**src/rtl/register_dump.sv**
```systemverilog
// register_dump: walks one register-file read port from FIRST_REG to LAST_REG and streams each
// value out over a valid/ready handshake. Define DUMP_CHECKSUM_EN to append an XOR checksum word.
module register_dump #(
  parameter int FIRST_REG = 0,
  parameter int LAST_REG  = 31
) (
  input  logic        CLK,
  input  logic        RESET_N,
  input  logic        START,
  output logic [4:0]  RA,
  input  logic [31:0] RD,
  output logic        OUT_VALID,
  input  logic        OUT_READY,
  output logic [31:0] OUT_DATA,
  output logic [4:0]  OUT_INDEX,
  output logic        OUT_LAST,
  output logic        OUT_CSUM,
  output logic        BUSY,
  output logic        DONE
);
  localparam logic [4:0] FIRST_IDX = 5'(FIRST_REG);
  localparam logic [4:0] LAST_IDX  = 5'(LAST_REG);

  if (FIRST_REG < 0 || LAST_REG > 31 || FIRST_REG > LAST_REG) begin : g_range_check
    $error("register_dump: need 0 <= FIRST_REG <= LAST_REG <= 31");
  end

  typedef enum logic [1:0] {IDLE, FETCH, SEND, FIN} state_t;

  state_t      state, state_next;
  logic [4:0]  idx;
  logic        at_last;
  logic        send_final;
  logic        fetch_last;
  logic [31:0] fetch_data;

  assign at_last = (idx == LAST_IDX);
  // The read address is the registered index itself, so it only moves on a clock edge.
  assign RA = idx;

`ifdef DUMP_CHECKSUM_EN
  logic [31:0] checksum;
  logic        csum_phase;

  // csum_phase marks the extra FETCH/SEND pass that presents the checksum instead of RD.
  always_ff @(posedge CLK or negedge RESET_N) begin
    if (!RESET_N) begin
      checksum   <= '0;
      csum_phase <= 1'b0;
      OUT_CSUM   <= 1'b0;
    end else begin
      if (state == IDLE && START) begin
        checksum   <= '0;
        csum_phase <= 1'b0;
      end else if (state == SEND && OUT_READY && !csum_phase) begin
        checksum <= checksum ^ OUT_DATA;
        if (at_last) csum_phase <= 1'b1;
      end
      if (state == FETCH) OUT_CSUM <= csum_phase;
    end
  end

  assign fetch_data = csum_phase ? checksum : RD;
  assign fetch_last = csum_phase;
  assign send_final = at_last && csum_phase;
`else
  assign OUT_CSUM   = 1'b0;
  assign fetch_data = RD;
  assign fetch_last = at_last;
  assign send_final = at_last;
`endif

  always_ff @(posedge CLK or negedge RESET_N) begin
    if (!RESET_N) state <= IDLE;
    else          state <= state_next;
  end

  always_comb begin
    state_next = state;
    BUSY       = 1'b1;
    DONE       = 1'b0;
    case (state)
      IDLE: begin
        BUSY = 1'b0;
        if (START) state_next = FETCH;
      end
      FETCH: state_next = SEND;
      SEND: begin
        if (OUT_READY) state_next = send_final ? FIN : FETCH;
      end
      FIN: begin
        DONE       = 1'b1;
        state_next = IDLE;
      end
      default: state_next = IDLE;
    endcase
  end

  always_ff @(posedge CLK or negedge RESET_N) begin
    if (!RESET_N) begin
      idx       <= FIRST_IDX;
      OUT_VALID <= 1'b0;
      OUT_DATA  <= '0;
      OUT_INDEX <= '0;
      OUT_LAST  <= 1'b0;
    end else begin
      case (state)
        IDLE: begin
          if (START) idx <= FIRST_IDX;
        end
        FETCH: begin
          OUT_VALID <= 1'b1;
          OUT_DATA  <= fetch_data;
          OUT_INDEX <= idx;
          OUT_LAST  <= fetch_last;
        end
        SEND: begin
          // Payload stays frozen until the sink takes it; idx saturates at LAST_REG.
          if (OUT_READY) begin
            OUT_VALID <= 1'b0;
            if (!at_last) idx <= idx + 5'd1;
          end
        end
        default: ;
      endcase
    end
  end

endmodule

```
**config.mk**
```make
export PLATFORM = sky130hd
export DESIGN_NAME = register_dump
export DESIGN_NICKNAME = d
export VERILOG_FILES = /design/src/rtl/register_dump.sv
export SDC_FILE = /design/constraint.sdc
export NUM_CORES = 1
export LEC_CHECK = 0
export CAP_MARGIN = 20
export CORE_MARGIN = 1.5
export CORE_UTILIZATION = 40
export CTS_CLUSTER_DIAMETER = 120
export DETAILED_ROUTE_END_ITERATION = 6
export MAX_ROUTING_LAYER = met4
export PLACE_DENSITY_LB_ADDON = 0.05
export SLEW_MARGIN = 20
export SYNTH_ARGS = -nofsm -noshare
export SYNTH_HDL_FRONTEND = slang
export SYNTH_SLANG_ARGS = --single-unit
```
**constraint.sdc**
```tcl
create_clock -name CLK -period 5.38 [get_ports CLK]
set_clock_uncertainty 0.15 [all_clocks]
set_input_delay 1.076 -clock CLK [delete_from_list [all_inputs] [get_ports CLK]]
set_output_delay 1.076 -clock CLK [all_outputs]
set_load 0.005 [all_outputs]
```
==> flow_summary.ini <==
; flow metrics
[cells_and_area]
final_layout_size_suffix_gt1_share_pct = 23.08
nets = 246
stdcell_count = 260
antenna_cells = 0

[routing]
wl_per_cell_um = 14.37
finalWirelength_um = 3735
first_pass_iters = 7
met3_length_um = 275
wl_met2_um = 1839
num_vias = 1277
drcViolationCount = 4
highest_layer = met4

[global_routing]
met3_usage_pct = 4.641
grt_pass1_wl_um = 6251
grt_overflow = 0
grt_pass1_vias = 1324
antenna_found_initial = 0
use_met1_pct = 19.82
gr-max-usage-layer = met2
grt_max_degree = 47

[hold_path]
min_to = OUT_DATA[19]$_DFFE_PN0P_
min_from = OUT_DATA[19]$_DFFE_PN0P_
min_path_type = register to register
whs_path_depth = 1

[pwr]
internal_power_uw = 1070
switching_share_pct = 27.21
p_per_area_nw_per_um2 = 520.9
p_switching_uw = 400.1
p_clk_share_pct = 13.0
irDropWorstVdd_mv = 0.2616
comb_power_share_pct = 46.7
p_leak_uw = 0.001233

[run_status]
outcome = finished, violations left
violations = design-rule violations

[clock_network]
holdBufCountCts = 0
clock_latency_ns = 0.29
cts_buffers = 5
post_cts_resized = 0
htreeDepth = 2
cts_buffer_depth = 2

[critical_path]
cp.arrival_ns = 1.53
rr_worst_depth = 6
rrSetupSlack_ns = 3.27
path_cells = or2_2, clkdlybuf4s50_1
end_kind = primary output
cp_slowest_cell = dfrtp_1
worstPathMaxFanout = 9
start_kind = register

[final_timing]
rsz0062_at_grt = no
whs_ns = 0.3596
maxSlewHeadroom_pct = 58.09
finalHoldViolations = 0
layout_setup_ws_ns = 2.620
fin_crit_ns = 2.760
finalCritPeriodShare_pct = 51.30

[place]
dp_slack_ns = 2.802
place_hpwl_um = 2612
numPlacedInstances = 252

[floorplan]
die_height_um = 71.82
initCoreUtil_pct = 42.62

[synthesis]
ff_type = dfrtp_1
syn-num-nets = 162
top_area_cell = dfrtp_1
top_cells_by_area = dfrtp_1, mux2_2, mux2_4
avgSynthCellArea_um2 = 15.28
edf_count = 0
ys_chip_area_um2 = 1894
yosys_warnings = 0
ys_cells = 124
fa_ha_area_share_pct = 1.321
## flip-flops by register name (all words and copies together) (netlist names)
signal,cells
OUT_LAST,1
OUT_DATA,32
OUT_INDEX,5
state,2
RA,5
OUT_VALID,1
## stage by stage
step	cell area, um2	utilization (%)
CTS	2793	62.84
global placement	2716	61.12
floorplan	1894	-
global route	2823	63.51
finish	2823	63.51
detailed placement	2716	61.12
## power groups by stage
stage | clock network, uW | registers [uW] | logic, uW
final | 192 | 592 | 686
after global routing | 217 | 615 | 743
after CTS | 203 | 594 | 682
after detailed placement | 0 | 598 | 678
after global placement | 0 | 590 | 667
after floorplan | 0 | 601 | 316
## cell usage after synthesis, types with 2 or more instances
cell      count
a21oi_1       4
nand2b_1      2
and3_1        2
nand2_1       3
a21o_1        2
dfrtp_1      46
mux2_2       29
buf_4         3
inv_1         4
mux2i_1       2
mux2_4        9
ha_1          2
## layout by cell type, fill, tap and decap left out, types with 3 or more instances in the layout
master / n
a21oi_1: 4
clkbuf_8: 5
clkdlybuf4s50_1: 80
dfrtp_1: 46
inv_1: 4
mux2_2: 29
mux2_4: 9
nand2_1: 3
## area by class of cell
cell class                 instances  area, um2
fill                             355       1622
multi-input combinational         69      679.4
tap                               52      65.06
sequential                        46       1151
inverter                           4      15.01
timing repair buffer              82      835.8
clock buffer                       7      76.32
## how the worst max path moves through the flow
stage                                    start           endpoint  slack [ns]  cells past startpoint
after floorplan           state[1]$_DFFE_PN0P_               BUSY        3.42                      1
after global placement               OUT_READY  RA[3]$_DFFE_PN0P_        2.87                      4
after detailed placement             OUT_READY  RA[3]$_DFFE_PN0P_        2.80                      4
after CTS                 state[1]$_DFFE_PN0P_               BUSY        2.62                      2
after global routing      state[1]$_DFFE_PN0P_               BUSY        2.56                      2
final                     state[1]$_DFFE_PN0P_               BUSY        2.62                      2
Placed standard cells:
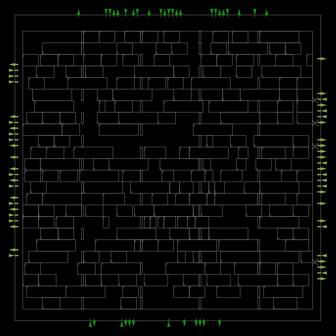
Fillers: 355
Core Rows: 24
core footprint: 4444 um2

Wiring by layer:
Only two layers are drawn.
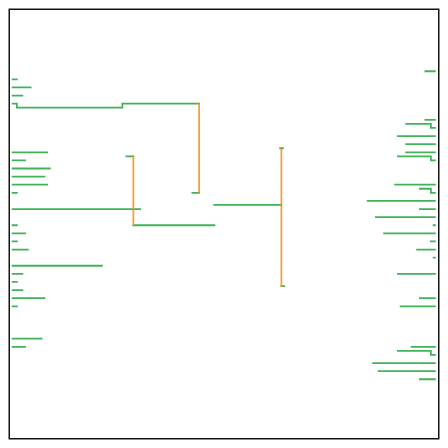
Key: orange = metal 4 [wire length 49.6 um]; green = metal 3 [wire length 276 um]

Wires at chosen ports, followed through buffers:
Bar = 20 um.
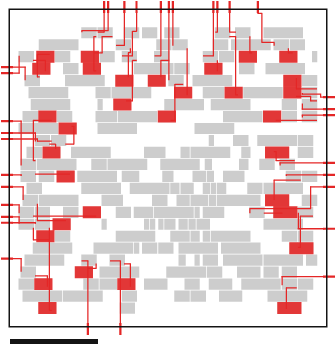
Key: red = RD [bits 32, direction input, edge 11 left, 11 top, 8 right, 2 bottom, end cells 32, buffers 32, wire 542 um]

Sequential cells grouped by signal name:
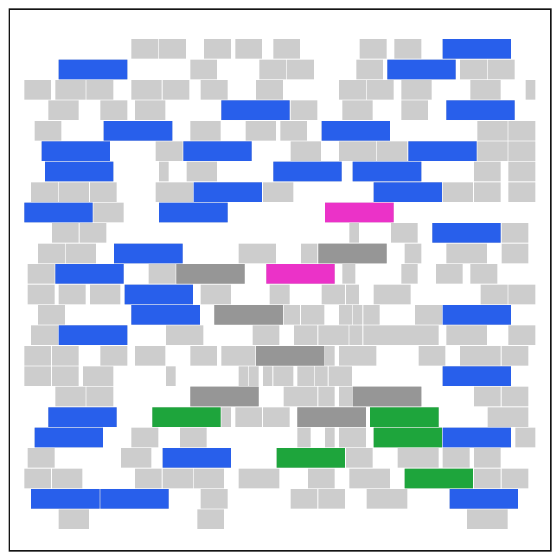
Key: blue = OUT_DATA [sequential cells 32, where all over the die]; magenta = state [sequential cells 2]; green = OUT_INDEX [sequential cells 5]
Another 7 sequential cells are not colored.

Power is estimated from default activity; no workload was simulated.
